### src/rtl/paint_pkg.sv
// Shared types for the painterly renderer front end: pixel packing,
// per-pixel difference width and the region-loader state encoding.
package paint_pkg;

    localparam int unsigned GRID_SZ  = 8;
    localparam int unsigned GRID_PIX = GRID_SZ * GRID_SZ;

    typedef struct packed {
        logic [7:0] r;
        logic [7:0] g;
        logic [7:0] b;
    } rgb_t;

    typedef logic [9:0] diff_t;

    typedef enum logic [1:0] {
        IDLE,
        FILL,
        HOLD
    } state_t;

endpackage

### src/rtl/color_abs_diff.sv
// Combinational colour distance: |dR| + |dG| + |dB| between two RGB pixels.
module color_abs_diff
    import paint_pkg::*;
(
    input  rgb_t  a_rgb,
    input  rgb_t  b_rgb,
    output diff_t diff
);

    function automatic logic [7:0] abs_d(input logic [7:0] x, input logic [7:0] y);
        return (x > y) ? (x - y) : (y - x);
    endfunction

    always_comb begin
        diff = diff_t'(abs_d(a_rgb.r, b_rgb.r))
             + diff_t'(abs_d(a_rgb.g, b_rgb.g))
             + diff_t'(abs_d(a_rgb.b, b_rgb.b));
    end

endmodule

### src/rtl/grid_diff_loader.sv
// Buffers one 8x8 cell of per-pixel colour differences, accumulates the
// cell's area error and hands the region downstream over valid/ready.
module grid_diff_loader
    import paint_pkg::*;
#(
    parameter int unsigned DIFF_W      = 24,
    parameter int unsigned GRIDS_X     = 40,
    parameter int unsigned GRIDS_Y     = 30,
    parameter logic [15:0] AREA_THRESH = 16'd3200
) (
    input  logic                         i_clk,
    input  logic                         i_rst_n,
    input  logic                         i_start,
    input  logic                         i_pix_valid,
    output logic                         o_pix_ready,
    input  logic [23:0]                  i_ref_rgb,
    input  logic [23:0]                  i_cvs_rgb,
    output logic [GRID_PIX*DIFF_W-1:0]   o_region,
    output logic [15:0]                  o_area_err,
    output logic                         o_paint,
    output logic [$clog2(GRIDS_X)-1:0]   o_grid_x,
    output logic [$clog2(GRIDS_Y)-1:0]   o_grid_y,
    output logic                         o_reg_valid,
    input  logic                         i_reg_ready,
    output logic                         o_frame_done
);

    localparam int unsigned GX_W = $clog2(GRIDS_X);
    localparam int unsigned GY_W = $clog2(GRIDS_Y);

    state_t              state;
    state_t              state_nxt;
    logic [5:0]          cnt;
    logic [15:0]         acc;
    logic [DIFF_W-1:0]   region [GRID_PIX];
    logic [GX_W-1:0]     grid_x;
    logic [GY_W-1:0]     grid_y;
    diff_t               pix_diff;
    logic                pix_acc;
    logic                last_x;
    logic                last_cell;

    color_abs_diff u_diff (
        .a_rgb (rgb_t'(i_ref_rgb)),
        .b_rgb (rgb_t'(i_cvs_rgb)),
        .diff  (pix_diff)
    );

    assign pix_acc   = i_pix_valid & o_pix_ready;
    assign last_x    = (grid_x == GX_W'(GRIDS_X - 1));
    assign last_cell = last_x && (grid_y == GY_W'(GRIDS_Y - 1));

    always_ff @(posedge i_clk or negedge i_rst_n) begin
        if (!i_rst_n) begin
            state <= IDLE;
        end else begin
            state <= state_nxt;
        end
    end

    always_comb begin
        state_nxt = state;
        case (state)
            IDLE: if (i_start) state_nxt = FILL;
            FILL: if (pix_acc && cnt == 6'(GRID_PIX - 1)) state_nxt = HOLD;
            HOLD: if (i_reg_ready) state_nxt = last_cell ? IDLE : FILL;
            default: state_nxt = IDLE;
        endcase
    end

    always_comb begin
        o_pix_ready = (state == FILL);
        o_reg_valid = (state == HOLD);
    end

    // Region index r*8+c equals the raster count, so cnt addresses it directly.
    always_ff @(posedge i_clk or negedge i_rst_n) begin
        if (!i_rst_n) begin
            cnt          <= '0;
            acc          <= '0;
            grid_x       <= '0;
            grid_y       <= '0;
            o_frame_done <= 1'b0;
            for (int unsigned i = 0; i < GRID_PIX; i++) begin
                region[i] <= '0;
            end
        end else begin
            o_frame_done <= 1'b0;
            case (state)
                IDLE: begin
                    if (i_start) begin
                        cnt    <= '0;
                        acc    <= '0;
                        grid_x <= '0;
                        grid_y <= '0;
                    end
                end
                FILL: begin
                    if (pix_acc) begin
                        region[cnt] <= DIFF_W'(pix_diff);
                        acc         <= acc + 16'(pix_diff);
                        cnt         <= cnt + 6'd1;
                    end
                end
                HOLD: begin
                    if (i_reg_ready) begin
                        if (last_cell) begin
                            o_frame_done <= 1'b1;
                        end else begin
                            acc <= '0;
                            if (last_x) begin
                                grid_x <= '0;
                                grid_y <= grid_y + GY_W'(1);
                            end else begin
                                grid_x <= grid_x + GX_W'(1);
                            end
                        end
                    end
                end
                default: ;
            endcase
        end
    end

    always_comb begin
        o_region = '0;
        for (int unsigned i = 0; i < GRID_PIX; i++) begin
            o_region[i*DIFF_W +: DIFF_W] = region[i];
        end
    end

    assign o_area_err = acc;
    assign o_paint    = (acc > AREA_THRESH);
    assign o_grid_x   = grid_x;
    assign o_grid_y   = grid_y;

endmodule

### config.mk
export PLATFORM = sky130hd
export DESIGN_NAME = grid_diff_loader
export DESIGN_NICKNAME = d
export VERILOG_FILES = /design/src/rtl/paint_pkg.sv /design/src/rtl/color_abs_diff.sv /design/src/rtl/grid_diff_loader.sv
export SDC_FILE = /design/constraint.sdc
export NUM_CORES = 1
export LEC_CHECK = 0
export CAP_MARGIN = 15
export CORE_AREA = 5 5 637 639
export DETAILED_ROUTE_END_ITERATION = 16
export DIE_AREA = 0 0 642 644
export PLACE_DENSITY_LB_ADDON = 0.3
export SLEW_MARGIN = 5
export SYNTH_ARGS = -nofsm -noshare
export SYNTH_HDL_FRONTEND = slang
export SYNTH_SLANG_ARGS = --single-unit
### constraint.sdc
create_clock -name i_clk -period 7.9 [get_ports i_clk]
set_input_delay 2.37 -clock i_clk [delete_from_list [all_inputs] [get_ports i_clk]]
set_output_delay 2.37 -clock i_clk [all_outputs]
set_load 0.05 [all_outputs]
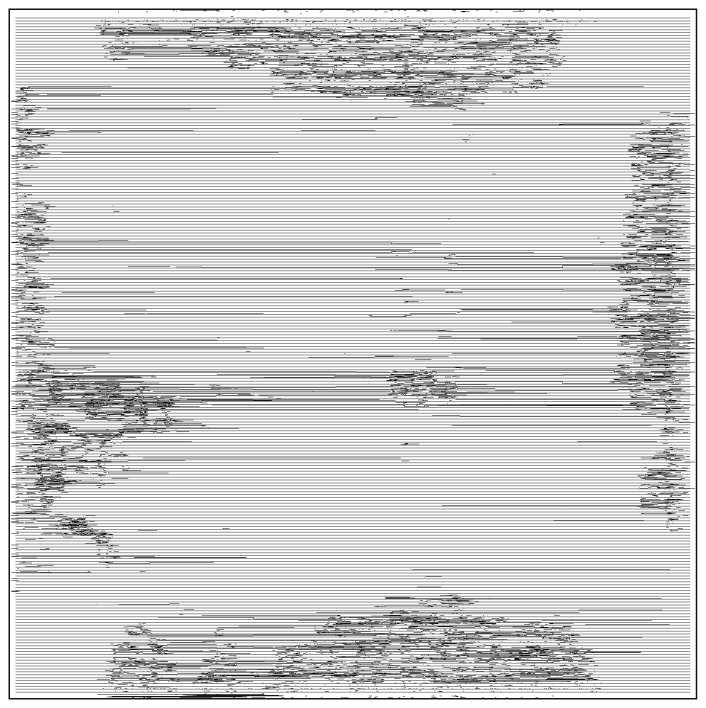
(run_1/met1.png)
Supply wires on this layer in grey.
longest straight run: 343 um
share of all routed wire: 41%
M1 GR Usage: 8.74%
routed vias: 24300
drt total wl: 160000 um

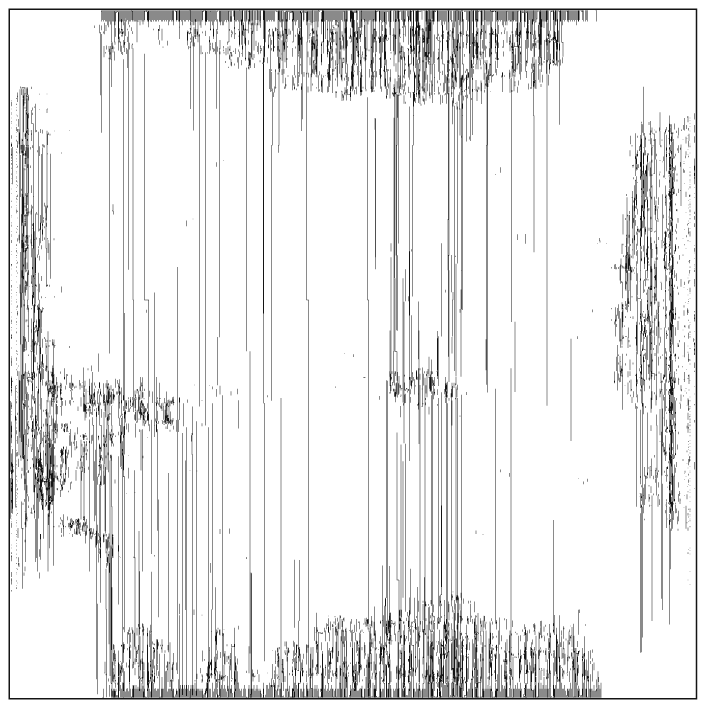
(run_1/met2.png)
share of all routed wire: 51%
nets with wire on the layer: 3796
longest straight run: 381 um
main direction: vertical
wire length on this layer: 82.2 mm

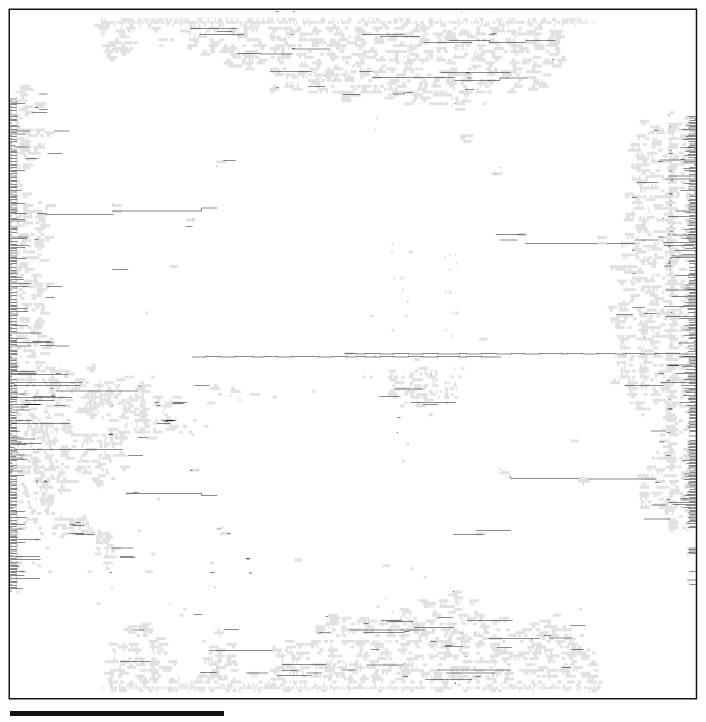
(run_1/met3.png)
The bar under the picture is 200 um long. Cells faint in the background.
share of all routed wire: 5.3%
nets with wire on the layer: 715

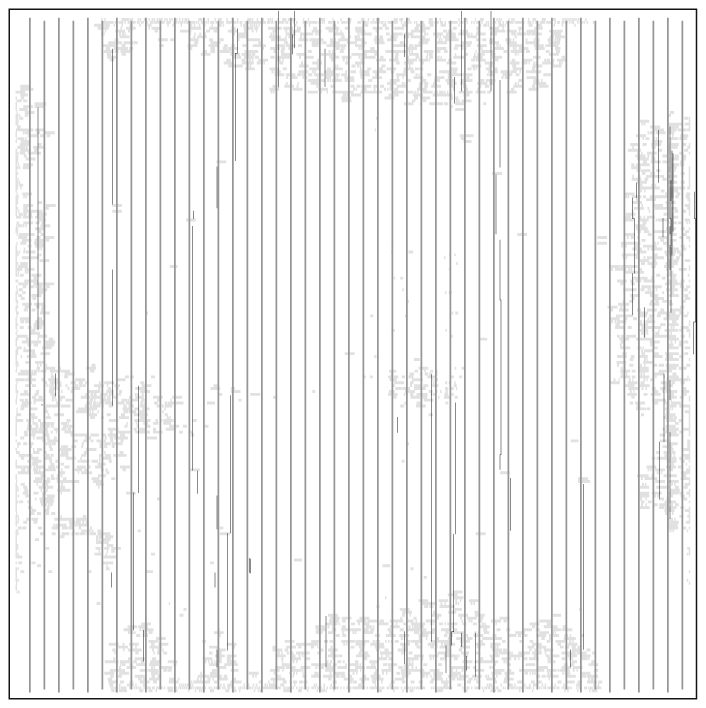
(run_1/met4.png)
Supply wires on this layer in grey. Cells faint in the background.
share of all routed wire: 2.6%
wire length on this layer: 4100 um

==> flow_summary.ini, run 1 <==
; generated from flow reports
[outcome]
status = finished, final reports clean

[floorplanning]
die_x_um = 642
core_area_mm2 = 0.399

[cts]
cts_tree = done
cts_sinks = 676
htree_levels = 3
clock_latency_ps = 810
cts_root_buf = clkbuf_16
clock_path_buffers = 4

[setup_path]
worstRegToRegCells = 6
r2r-end = o_region[816]
cp.depth = 29
start_kind = input port
crit_path_start = i_ref_rgb[16]
crit_required_ps = 8540
cpPeakStageDelay_ps = 440
crit_type = input port to flip-flop
cp-end-kind = flip-flop
crit_buf_inv = 8
reg2reg_slack_ps = 4190
path_max_fanout = 6

[sta]
tns_ps = 0
fin_skew_ps = 79.4
setup_viol = 0
postLayoutSetupSlackWorst_ps = 296
max_slew_margin_pct = 24.6
whs_ps = 476
drv_slew = 0
fmax_ghz = 0.132
min_period_ps = 7600

[logic_synthesis]
yosysTopAreaCell = dfrtp_1
adder_share_pct = 3.35
ys_ff = 676
ys_chip_area_mm2 = 0.0342
yosys_warnings = 0
flop_cell = dfrtp_1
top_cells_by_count = buf_4 (896), dfrtp_1 (676), nand2_1 (643)
synthArstFlopShare_pct = 100
topCombFamilyByArea = buffers and inverters
synthAoiAreaFrac_pct = 10.5
xor_area_share_pct = 1.10
avgSynthCellArea_um2 = 9.68
synth_cell_types = 59
syn_area_mm2 = 0.0342
edf_count = 0
topCellsByArea = dfrtp_1 (49%), buf_4 (20%), o21ai_0 (8.4%)
syn-instance-count = 3532

[power]
p_seq_share_pct = 21.0
maxPowerGroup = combinational logic
p_comb_uw = 12000
pwr-share-comb_pct = 58.1
power_density_mw_per_mm2 = 423
powerSeq_uw = 4330
vdd_drop_max_mv = 1.14
power_clock_uw = 4300
power.total_uw = 20600
power.leakage_uw = 0.0210

[global_routing]
grt_pass1_wl_um = 213000
first_global_vias = 24300
antenna_found_initial = 31
track_usage_pct = 7.33

[hold_path]
holdPathEnd = o_region[482]
hold_class = flip-flop to flip-flop

[final_layout]
lay_top_cells = conb_1 (896), clkdlybuf4s50_1 (722), dfrtp_1 (676), nand2_1 (636), o21ai_0 (571)
drive_above_1_share_pct = 10.0
layoutNonFillerInstCount = 9678
fin_nets = 4474
stdcell_area_mm2 = 0.0486

[detailed_routing]
wl_per_cell_um = 16.5
drc_errors = 0
drt-vias-per-instance = 2.51

[placed_design]
port_buffers = 723
pre_cts_ws_ps = -470
place_area_mm2 = 0.0455
place.gp.congestion = 0.729
dp_cells = 9507

[run]
tool_warnings = 58
maxCapViolations = 0
==> run 1: area by class of cell <==
type	instances	area, um2
Sequential cell	676	16900
Timing Repair Buffer	867	8480
Tap cell	5265	6590
Fill cell	45600	350000
Multi-Input combinational cell	2612	13200
Clock inverter	32	395
Antenna cell	11	27.5
Clock buffer	127	2690
Inverter	88	333
==> run 1: routing by layer <==
| metal | track usage [%] | up-vias | wire (um) |
|---|---|---|---|
| li1 | - | 11300 | - |
| met1 | 8.74 | 11800 | 64900 |
| met2 | 13.4 | 983 | 82200 |
| met3 | 1.37 | 155 | 8450 |
| met4 | 2.01 | 2 | 4100 |
| met5 | 0 | - | 11 |
==> run 1: repair_timing <==
item / CTS / global route
setup buffers: 0 / 1
endpoints found under the setup margin: 0 / 5
resized: 0 / 4
## Run 2: what changed since run 1
Settings changed: GPL_TIMING_DRIVEN from default to 1.
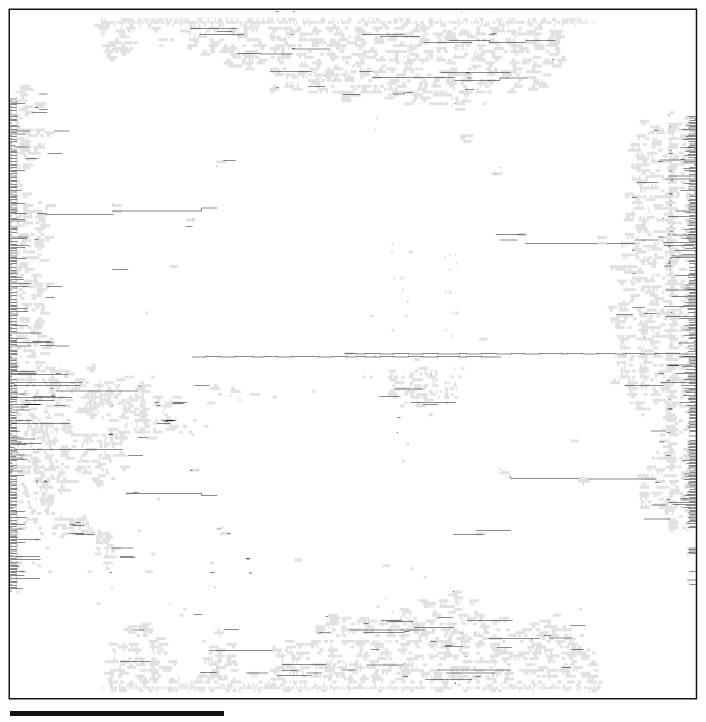
(run_2/met3.png)
The bar under the picture is 200 um long. Cells faint in the background.
met3 Use GR: 1.37%

==> run 2 against run 1 <==
- largest power group unchanged
- register-to-register slack about the same
- non-clock buffer count unchanged
- combinational power about the same
- first-iteration DRC count unchanged
==> flow_summary.ini, run 2 <==
; generated from flow reports
[detailed_routing]
wl_met1_um = 64900
route.final.wire_length_um = 160000
vias = 24300
drt-vias-per-instance = 2.51
met3_length_um = 8450
wl_met2_um = 82200

[setup_path]
crit_type = input port to flip-flop
cp.depth = 29
cp-end-kind = flip-flop
reg2reg_slack_ps = 4190
crit_required_ps = 8540
crit_buf_inv = 8
crit_path_start = i_ref_rgb[16]
cpPeakStageDelay_ps = 440
worstRegToRegCells = 6
r2r-end = o_region[816]

[logic_synthesis]
ys_ff = 676
syn_area_mm2 = 0.0342
top_cells_by_count = buf_4 (896), dfrtp_1 (676), nand2_1 (643)
syn-instance-count = 3532
topCellsByArea = dfrtp_1 (49%), buf_4 (20%), o21ai_0 (8.4%)
ys_chip_area_mm2 = 0.0342
yosys_warnings = 0
synth_cell_types = 59
flop_cell = dfrtp_1
yosysTopAreaCell = dfrtp_1
avgSynthCellArea_um2 = 9.68

[run]
maxCapViolations = 0
tool_warnings = 58

[final_layout]
clock_buffers = 127
clk_share_pct = 6.35
stdcell_area_mm2 = 0.0486
comb.multi_input.count = 2612
flop_area_mm2 = 0.0169
fin_nets = 4474
signal_buffers = 867
largest_class = flip-flops and latches
inv_count = 88
flops = 676

[cts]
clock_path_buffers = 4
cts_resized = 0
clock_latency_ps = 810

[floorplanning]
core_area_mm2 = 0.399
die_x_um = 642

[placed_design]
place_area_mm2 = 0.0455
place.gp.congestion = 0.729
port_buffers = 723

[global_routing]
grt_pass1_wl_um = 213000
track_usage_pct = 7.33
antenna_found_initial = 31
grt_use_met1_pct = 8.74

[power]
pwr-share-comb_pct = 58.1
vdd_drop_max_mv = 1.14
power.leakage_uw = 0.0210

[sta]
fin_skew_ps = 79.4
min_period_ps = 7600
whs_ps = 476
fmax_ghz = 0.132
setup_viol = 0

[hold_path]
hold_class = flip-flop to flip-flop
holdPathEnd = o_region[482]

[outcome]
status = finished, final reports clean
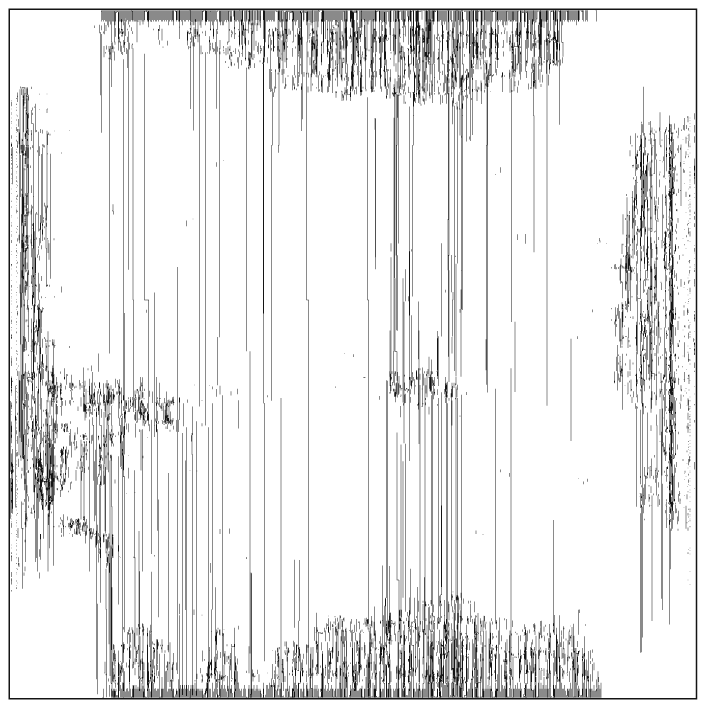
(run_2/met2.png)
met2 Use GR: 13.4%

-- run 2: cell counts after synthesis --
Identical to the previous run, type by type.
-- run 2: cell families after synthesis --
logic type,after synthesis,synth area share (%)
fa+ha+maj,86,3.35
mux,115,3.75
buf+inv,1139,22.4
compound gates,678,10.5
other cells,1,0.0110
xor+xnor,43,1.10
simple gates,794,9.44
flops,676,49.5
-- run 2: metrics by stage --
stage               TNS [ps]  setup slack, ps
floorplan                  0              233
global placement      -18690             -539
detailed placement    -14780             -470
CTS                        0              393
global route               0             1.96
finish                     0              296
-- run 2: power groups by stage --
stage               Sequential, uW  Clock [uW]  Combinational (uW)
floorplan                     6040           0                4140
global placement              4380           0               12600
detailed placement            4400           0               12600
CTS                           4340        4530               12600
global route                  4410        4630               12900
finish                        4330        4300               12000
Power figures rest on the tool's default switching activity, not on a simulated workload.
